===== src/rtl/amiq_fifo_status_pkg.sv =====
// Shared types and helpers for the FIFO status generator: level width function,
// packed status-flag struct and its reset value.
package amiq_fifo_status_pkg;

    function automatic int lvl_width(input int depth);
        return $clog2(depth + 1);
    endfunction

    typedef struct packed {
        logic alm_full;
        logic full;
        logic alm_empty;
        logic empty;
    } status_t;

    localparam status_t STATUS_RST = '{alm_full: 1'b0, full: 1'b0, alm_empty: 1'b1, empty: 1'b1};

endpackage


===== src/rtl/amiq_fifo_level_cnt.sv =====
// FIFO fill-level counter: integrates accepted push/pop strobes and exposes both the
// registered level and the next-cycle level that the status flags are derived from.
module amiq_fifo_level_cnt #(
    parameter int LVL_W = 5
) (
    input  logic             clk,
    input  logic             rst,
    input  logic             push_ok,
    input  logic             pop_ok,
    output logic [LVL_W-1:0] level,
    output logic [LVL_W-1:0] level_nxt
);

    logic [LVL_W-1:0] level_q;
    logic [LVL_W-1:0] level_d;

    // Accepted strobes can never push past DEPTH or below zero, so no saturation is needed.
    always_comb begin
        level_d = level_q;
        if (push_ok && !pop_ok) begin
            level_d = level_q + LVL_W'(1);
        end else if (pop_ok && !push_ok) begin
            level_d = level_q - LVL_W'(1);
        end
    end

    always_ff @(posedge clk or posedge rst) begin
        if (rst) begin
            level_q <= '0;
        end else begin
            level_q <= level_d;
        end
    end

    assign level     = level_q;
    assign level_nxt = level_d;

endmodule


===== src/rtl/amiq_fifo_status_gen.sv =====
// FIFO status generator: accept logic, registered full/almost/empty flags and sticky
// overflow/underflow errors. Define AMIQ_FIFO_STATUS_PEAK_EN to build the peak-level tracker.
module amiq_fifo_status_gen
    import amiq_fifo_status_pkg::*;
#(
    parameter int DEPTH = 16,
    parameter int LVL_W = lvl_width(DEPTH)
) (
    input  logic             clk,
    input  logic             rst,
    input  logic             push,
    input  logic             pop,
    input  logic [LVL_W-1:0] alm_full_thresh,
    input  logic [LVL_W-1:0] alm_empty_thresh,
    input  logic             err_clr,
    output logic             push_ok,
    output logic             pop_ok,
    output logic [LVL_W-1:0] level,
    output logic             full,
    output logic             alm_full,
    output logic             empty,
    output logic             alm_empty,
    output logic             ovf,
    output logic             udf,
    output logic [LVL_W-1:0] peak_level
);

    localparam logic [LVL_W-1:0] DEPTH_L = LVL_W'(DEPTH);

    status_t          status_q;
    status_t          status_d;
    logic             ovf_q;
    logic             ovf_d;
    logic             udf_q;
    logic             udf_d;
    logic [LVL_W-1:0] level_nxt;
    logic [LVL_W-1:0] af_thresh_sat;
    logic [LVL_W:0]   af_limit;

    assign pop_ok  = pop & ~status_q.empty;
    assign push_ok = push & (~status_q.full | pop_ok);

    amiq_fifo_level_cnt #(
        .LVL_W(LVL_W)
    ) u_level_cnt (
        .clk      (clk),
        .rst      (rst),
        .push_ok  (push_ok),
        .pop_ok   (pop_ok),
        .level    (level),
        .level_nxt(level_nxt)
    );

    // One extra bit keeps DEPTH - thresh from wrapping when the threshold exceeds DEPTH.
    always_comb begin
        af_thresh_sat      = (alm_full_thresh > DEPTH_L) ? DEPTH_L : alm_full_thresh;
        af_limit           = {1'b0, DEPTH_L} - {1'b0, af_thresh_sat};
        status_d           = STATUS_RST;
        status_d.full      = (level_nxt == DEPTH_L);
        status_d.empty     = (level_nxt == '0);
        status_d.alm_full  = ({1'b0, level_nxt} >= af_limit);
        status_d.alm_empty = (level_nxt <= alm_empty_thresh);
        ovf_d              = (push & ~push_ok) | (ovf_q & ~err_clr);
        udf_d              = (pop & ~pop_ok) | (udf_q & ~err_clr);
    end

    always_ff @(posedge clk or posedge rst) begin
        if (rst) begin
            status_q <= STATUS_RST;
            ovf_q    <= 1'b0;
            udf_q    <= 1'b0;
        end else begin
            status_q <= status_d;
            ovf_q    <= ovf_d;
            udf_q    <= udf_d;
        end
    end

    assign full      = status_q.full;
    assign alm_full  = status_q.alm_full;
    assign empty     = status_q.empty;
    assign alm_empty = status_q.alm_empty;
    assign ovf       = ovf_q;
    assign udf       = udf_q;

`ifdef AMIQ_FIFO_STATUS_PEAK_EN
    logic [LVL_W-1:0] peak_q;
    logic [LVL_W-1:0] peak_d;

    always_comb begin
        peak_d = peak_q;
        if (err_clr) begin
            peak_d = level_nxt;
        end else if (level_nxt > peak_q) begin
            peak_d = level_nxt;
        end
    end

    always_ff @(posedge clk or posedge rst) begin
        if (rst) begin
            peak_q <= '0;
        end else begin
            peak_q <= peak_d;
        end
    end

    assign peak_level = peak_q;
`else
    assign peak_level = '0;
`endif

endmodule


===== config.mk =====
export PLATFORM = sky130hd
export DESIGN_NAME = amiq_fifo_status_gen
export DESIGN_NICKNAME = d
export VERILOG_FILES = /design/src/rtl/amiq_fifo_status_pkg.sv /design/src/rtl/amiq_fifo_level_cnt.sv /design/src/rtl/amiq_fifo_status_gen.sv
export SDC_FILE = /design/constraint.sdc
export NUM_CORES = 1
export LEC_CHECK = 0
export CELL_PAD_IN_SITES_DETAIL_PLACEMENT = 1
export CELL_PAD_IN_SITES_GLOBAL_PLACEMENT = 1
export CORE_MARGIN = 2
export CORE_UTILIZATION = 33
export CTS_CLUSTER_SIZE = 28
export DETAILED_ROUTE_END_ITERATION = 16
export PLACE_DENSITY = 0.91
export RECOVER_POWER = 100
export SLEW_MARGIN = 20
export SYNTH_ARGS = -nofsm -noshare
export SYNTH_HDL_FRONTEND = slang
export SYNTH_SLANG_ARGS = --single-unit

===== constraint.sdc =====
create_clock -name clk -period 3.4 [get_ports clk]
set_clock_uncertainty 0.1 [all_clocks]
set_input_delay 0.51 -clock clk [delete_from_list [all_inputs] [get_ports clk]]
set_output_delay 0.51 -clock clk [all_outputs]
set_load 0.01 [all_outputs]

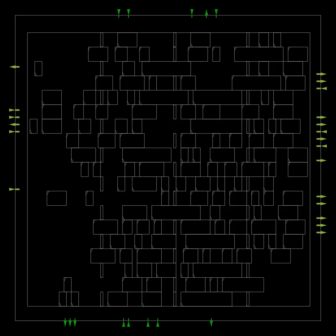
Run 1: cell placement
Final Non-Filler Cells: 165
Tap Cells: 31
registers: 11
sequential share of cell area: 0.225
row count: 19

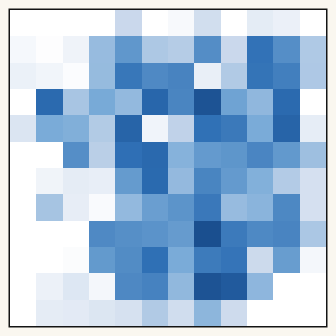
Run 1: cell area per tile
The die is cut into 12 by 12 equal tiles; white is low, dark blue is high, 0 to 100% covered.
nearly empty tiles	19%
mean over tiles	36%
tiles over 75% full	7.6%
emptiest ninth of the die	lower left
fullest tile	88%
Core Region: 2760 um2
Core Util at FP: 0.345
final core utilization: 0.448

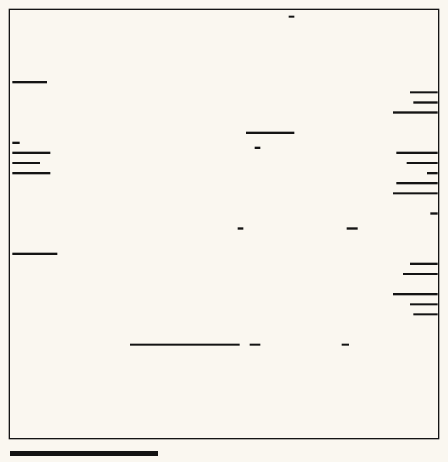
Run 1: met3 routing
Scale bar: 20 um.
wire length on this layer	103 um
nets with wire on the layer	24
routed vias: 843
met3 GRT Util: 0.00670
WL final: 2.12 mm

==> flow_metrics.tcl, run 1 <==
# flow metrics
set metrics [dict create \
    drive_above_1_share 0.0821 \
    grt-busiest-layer "met2" \
    fin_nets 163 \
    holdCritStartpoint "udf$_DFF_PP0_" \
    top_area_cell "dfrtp_1" \
    top_area_frac 0.237 \
    xor_area_frac 0.0539 \
    path_depth 12 \
    tns_ns 0 \
    fmax_mhz 337 \
    synthTopLogicFamily "simple AND/OR/NAND/NOR gates" \
    maxUsedRoutingLayer "met4" \
    wl_met2_mm 1.14 \
    comb_cells 76 \
    path_cells "dlygate4sd3_1 > nand2b_2 > clkinv_1 > o21ai_0 > o211ai_1 > o21ai_0 > ha_1 > nor2b_1 > o21a_1 > o21a_1 > o21a_1 > o22ai_1" \
    cp_top_family "AND-OR/OR-AND gates" \
    m1WireLength_um 796 \
    p_clk_uw 92.0 \
    arrival_ns 3.07 \
    power_frac_comb 0.625 \
    r2r-end "alm_empty$_DFF_PP1_" \
    rsz0062_at_grt "no" \
    ir_worst_vdd_uv 426 \
    synthCells 104 \
    cp_common_cell "o21a_1" \
    yosys-stat-cells 104 \
    nonClockBufferCount 27 \
    top_cell "inv_1" \
    flop_area_um2 278 \
    edf_count 0 \
    r2r_start "empty$_DFF_PP1_" \
    r2r_slack_ns 0.68 \
    overflow 0 \
    area_dominant_class "combinational gates" \
    crit_buf_inv 2 \
    comb_share 0.455 \
    synth_cell_types 33 \
    clock_path_buffers 2 \
    status "complete, no violations" \
    hold_ws_ns 0.425 \
    drt-pass1-iter-count 2 \
    report.final.slew_viol_count 0 \
    gr-usage-met1 0.140 \
    cp-start-kind "input pin" \
    die_area_um2 3330 \
    swShare 0.446 \
    warnings 27 \
    io_buffers 27 \
    viasPerCell 5.11 \
    num-nonclk-inverters 16 \
    ios 33 \
    worst_slack_ns 0.429 \
    buffer_area_frac 0.219 \
    simple_gate_share 0.237 \
    grt_first_pass_wirelength_mm 3.55 \
    p_clk_frac 0.098 \
    wl_met3_um 102 \
    grt_pass1_vias 872 \
    setup_viol_count_final 0 \
    tightest_slew_ns 0.573 \
    track_usage 0.139 \
    crit_path_end_kind "flip-flop" \
    place.gp.congestion 0.875 \
    endpoint "alm_empty$_DFF_PP1_" \
    yosys.stat.seqShare 0.292 \
    hold_end "udf$_DFF_PP0_" \
    sequentialPowerShare 0.276 \
    ys_sh_aoi 0.139 \
    slew_headroom 0.615 \
    postSynth.asyncResetShare 1.00 \
    avgSynthCellArea_um2 9.14 \
    p_per_area_nw_per_um2 757 \
    finalHoldViolCount 0 \
]
Run 1, placed cells, one color a class:
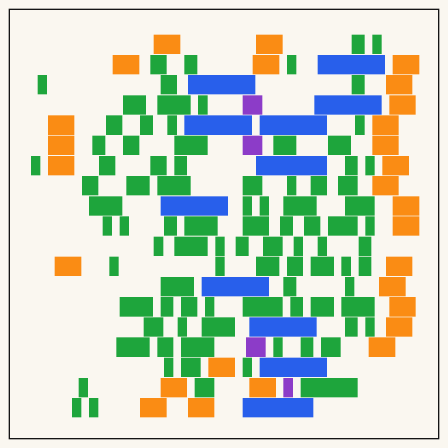

==> run 2: changes to the inputs <==
==> constraint.sdc (replaced) <==
create_clock -name clk -period 3.4 [get_ports clk]
set_clock_uncertainty 0.1 [all_clocks]
set_input_delay 0.34 -clock clk [delete_from_list [all_inputs] [get_ports clk]]
set_output_delay 0.34 -clock clk [all_outputs]
set_load 0.01 [all_outputs]
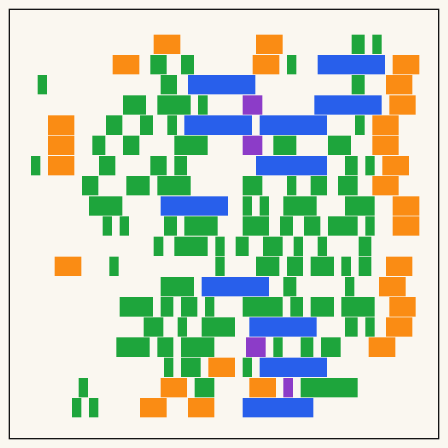
Run 2: placed cells, one color a class
class	color	cells
sequential cells	blue	11
remaining logic cells	green	92
remaining buffers and delay cells	orange	27
clock drivers and dummy loads	purple	4
Finished Cell Area: 1230 um2

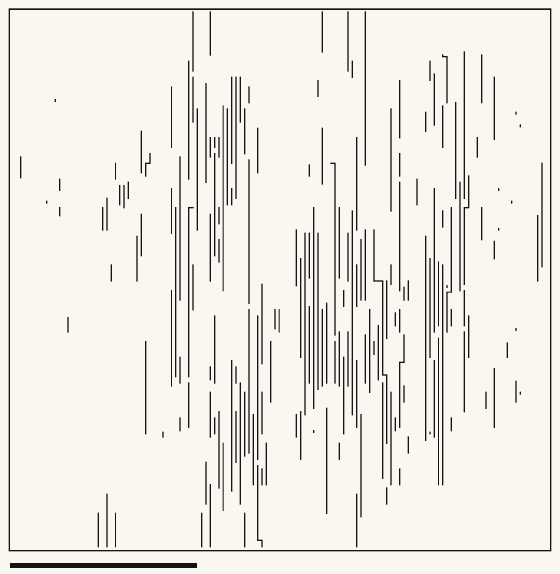
Run 2: the metal 2 layer
Scale bar: 20 um.
wire length on this layer	1160 um
main direction	vertical
routed vias: 835
met2 Usage GRT: 0.276

==> run 2 against run 1 <==
Setup slack improved by 0.19 ns; combinational power about the same; non-clock buffer count unchanged; sequential cell count unchanged; core utilization unchanged; fmax increased by 6.7%; via count decreased by 0.95%; critical path depth unchanged; power about the same; critical path type unchanged.
==> flow_metrics.tcl, run 2 <==
# flow metrics
set metrics [dict create \
    clock_path_buffers 2 \
    arrival_ns 2.88 \
    worst_slack_ns 0.615 \
    fin_nets 163 \
    report.final.slew_viol_count 0 \
    num-nonclk-inverters 16 \
    core_area_um2 2760 \
    cp_common_cell "o21a_1" \
    ir_worst_vdd_uv 425 \
    top_area_cell "dfrtp_1" \
    fmax_mhz 359 \
    met3_usage 0.00670 \
    p_clk_frac 0.098 \
    comb_share 0.455 \
    nWellTaps 31 \
    place.gp.congestion 0.875 \
    synthCells 104 \
    top_area_frac 0.237 \
    wl_met2_mm 1.16 \
    r2r-end "alm_empty$_DFF_PP1_" \
    postSynth.asyncResetShare 1.00 \
    crit_path_end_kind "flip-flop" \
    power_frac_comb 0.625 \
    wl_met3_um 102 \
    m1WireLength_um 783 \
    xor_area_frac 0.0539 \
    ios 33 \
    sh_seq_area 0.225 \
    design.seq.count 11 \
    layoutNonFillerInstCount 165 \
    swShare 0.446 \
    slew_headroom 0.606 \
    endpoint "alm_empty$_DFF_PP1_" \
    rows 19 \
    grt_first_pass_wirelength_mm 3.55 \
    status "complete, no violations" \
    setup_viol_count_final 0 \
]
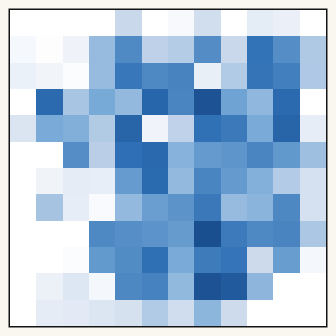
Run 2: cell area per tile
The die is cut into 12 by 12 equal tiles; white is low, dark blue is high, 0 to 100% covered.
mean over tiles	36%
tiles over 75% full	7.6%
emptiest ninth of the die	lower left
fullest tile	88%
nearly empty tiles	19%

Run 2, cell placement:
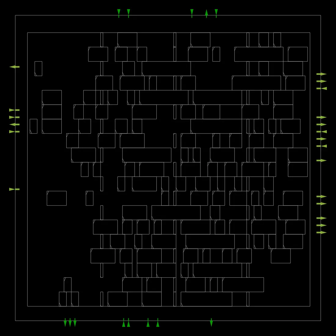

==> run 3: changes to the inputs <==
==> constraint.sdc (replaced) <==
create_clock -name clk -period 2.7 [get_ports clk]
set_clock_uncertainty 0.1 [all_clocks]
set_input_delay 0.27 -clock clk [delete_from_list [all_inputs] [get_ports clk]]
set_output_delay 0.27 -clock clk [all_outputs]
set_load 0.01 [all_outputs]
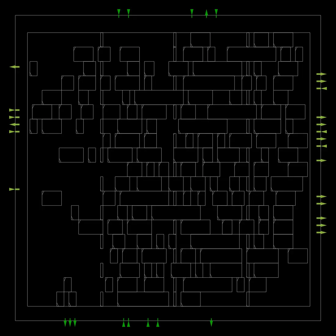
Run 3: cell placement
sequential share of cell area: 0.205
Final Non-Filler Cells: 175
layout filler cell count: 349
final core utilization: 0.491

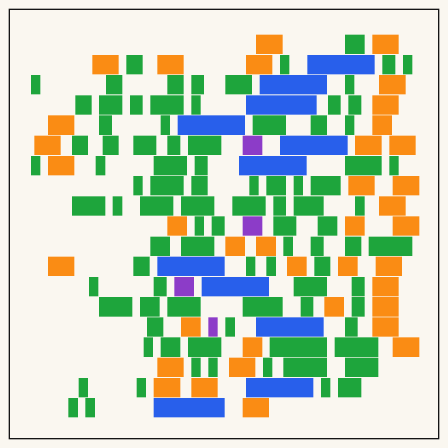
Run 3: placed cells, one color a class
class	color	cells
remaining buffers and delay cells	orange	37
clock drivers and dummy loads	purple	4
sequential cells	blue	11
remaining logic cells	green	92

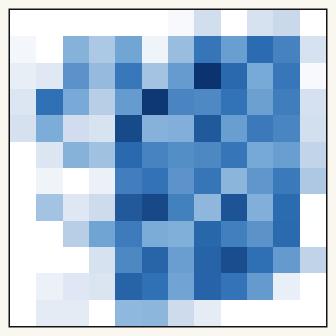
Run 3: cell area per tile
The die is cut into 12 by 12 equal tiles; white is low, dark blue is high, 0 to 100% covered.
nearly empty tiles	19%
densest ninth of the die	center
tiles over 75% full	13%
fullest tile	99%

==> run 3 against run 2 <==
Sequential share of layout area shrank 2.0 points; via count grew 3.7%; sequential power grew 18%; clock power grew 24%; combinational power grew 58%; global-route usage grew 0.99 points; synthesized area is the same; highest routed layer unchanged; synthesized cell count is the same; critical path depth shrank 2; die size is the same.
==> flow_metrics.tcl, run 3 <==
# flow metrics
set metrics [dict create \
    syn_area_um2 951 \
    postSynth.asyncResetShare 1.00 \
    htree_levels 1 \
    dp_hpwl_mm 1.99 \
    worst_slack_ns 0.149 \
    report.final.slew_viol_count 0 \
    use_met2 0.265 \
    synthMuxAreaShare 0 \
    nonClockBufferCount 37 \
    nWellTaps 31 \
    vias 866 \
    arrival_ns 2.65 \
    met3_usage 0.0201 \
    clock.latency.late_pin_ns 0.27 \
    warnings 27 \
    dp.cells 171 \
    power_frac_comb 0.687 \
    fin_nets 173 \
    r2r-end "alm_empty$_DFF_PP1_" \
    clock_path_buffers 2 \
    ir_worst_vdd_uv 530 \
    wl_met3_um 129 \
    grt_first_pass_wirelength_mm 3.83 \
    ios 33 \
    comb_share 0.445 \
    fmax_mhz 392 \
    status "complete, no violations" \
    avgSynthCellArea_um2 9.14 \
    swShare 0.430 \
    num-nonclk-inverters 16 \
    cp_common_cell "o21a_1" \
    top_area_frac 0.237 \
    core_area_um2 2760 \
    yosys-stat-cells 104 \
    setup_viol_count_final 0 \
    xor_area_frac 0.0539 \
    syn_to_final_growth_pct 42.5 \
    synthCells 104 \
    place.gp.congestion 0.825 \
    pg_seq_uw 305 \
    design.seq.count 11 \
    wl_met2_mm 1.25 \
    top_area_cell "dfrtp_1" \
    p_clk_frac 0.085 \
    hold_ws_ns 0.327 \
    yosys-stat-area_um2 951 \
    endpoint "alm_empty$_DFF_PP1_" \
    final_area_um2 1360 \
]
No activity file was given, so power comes from the tool's default toggle rates.
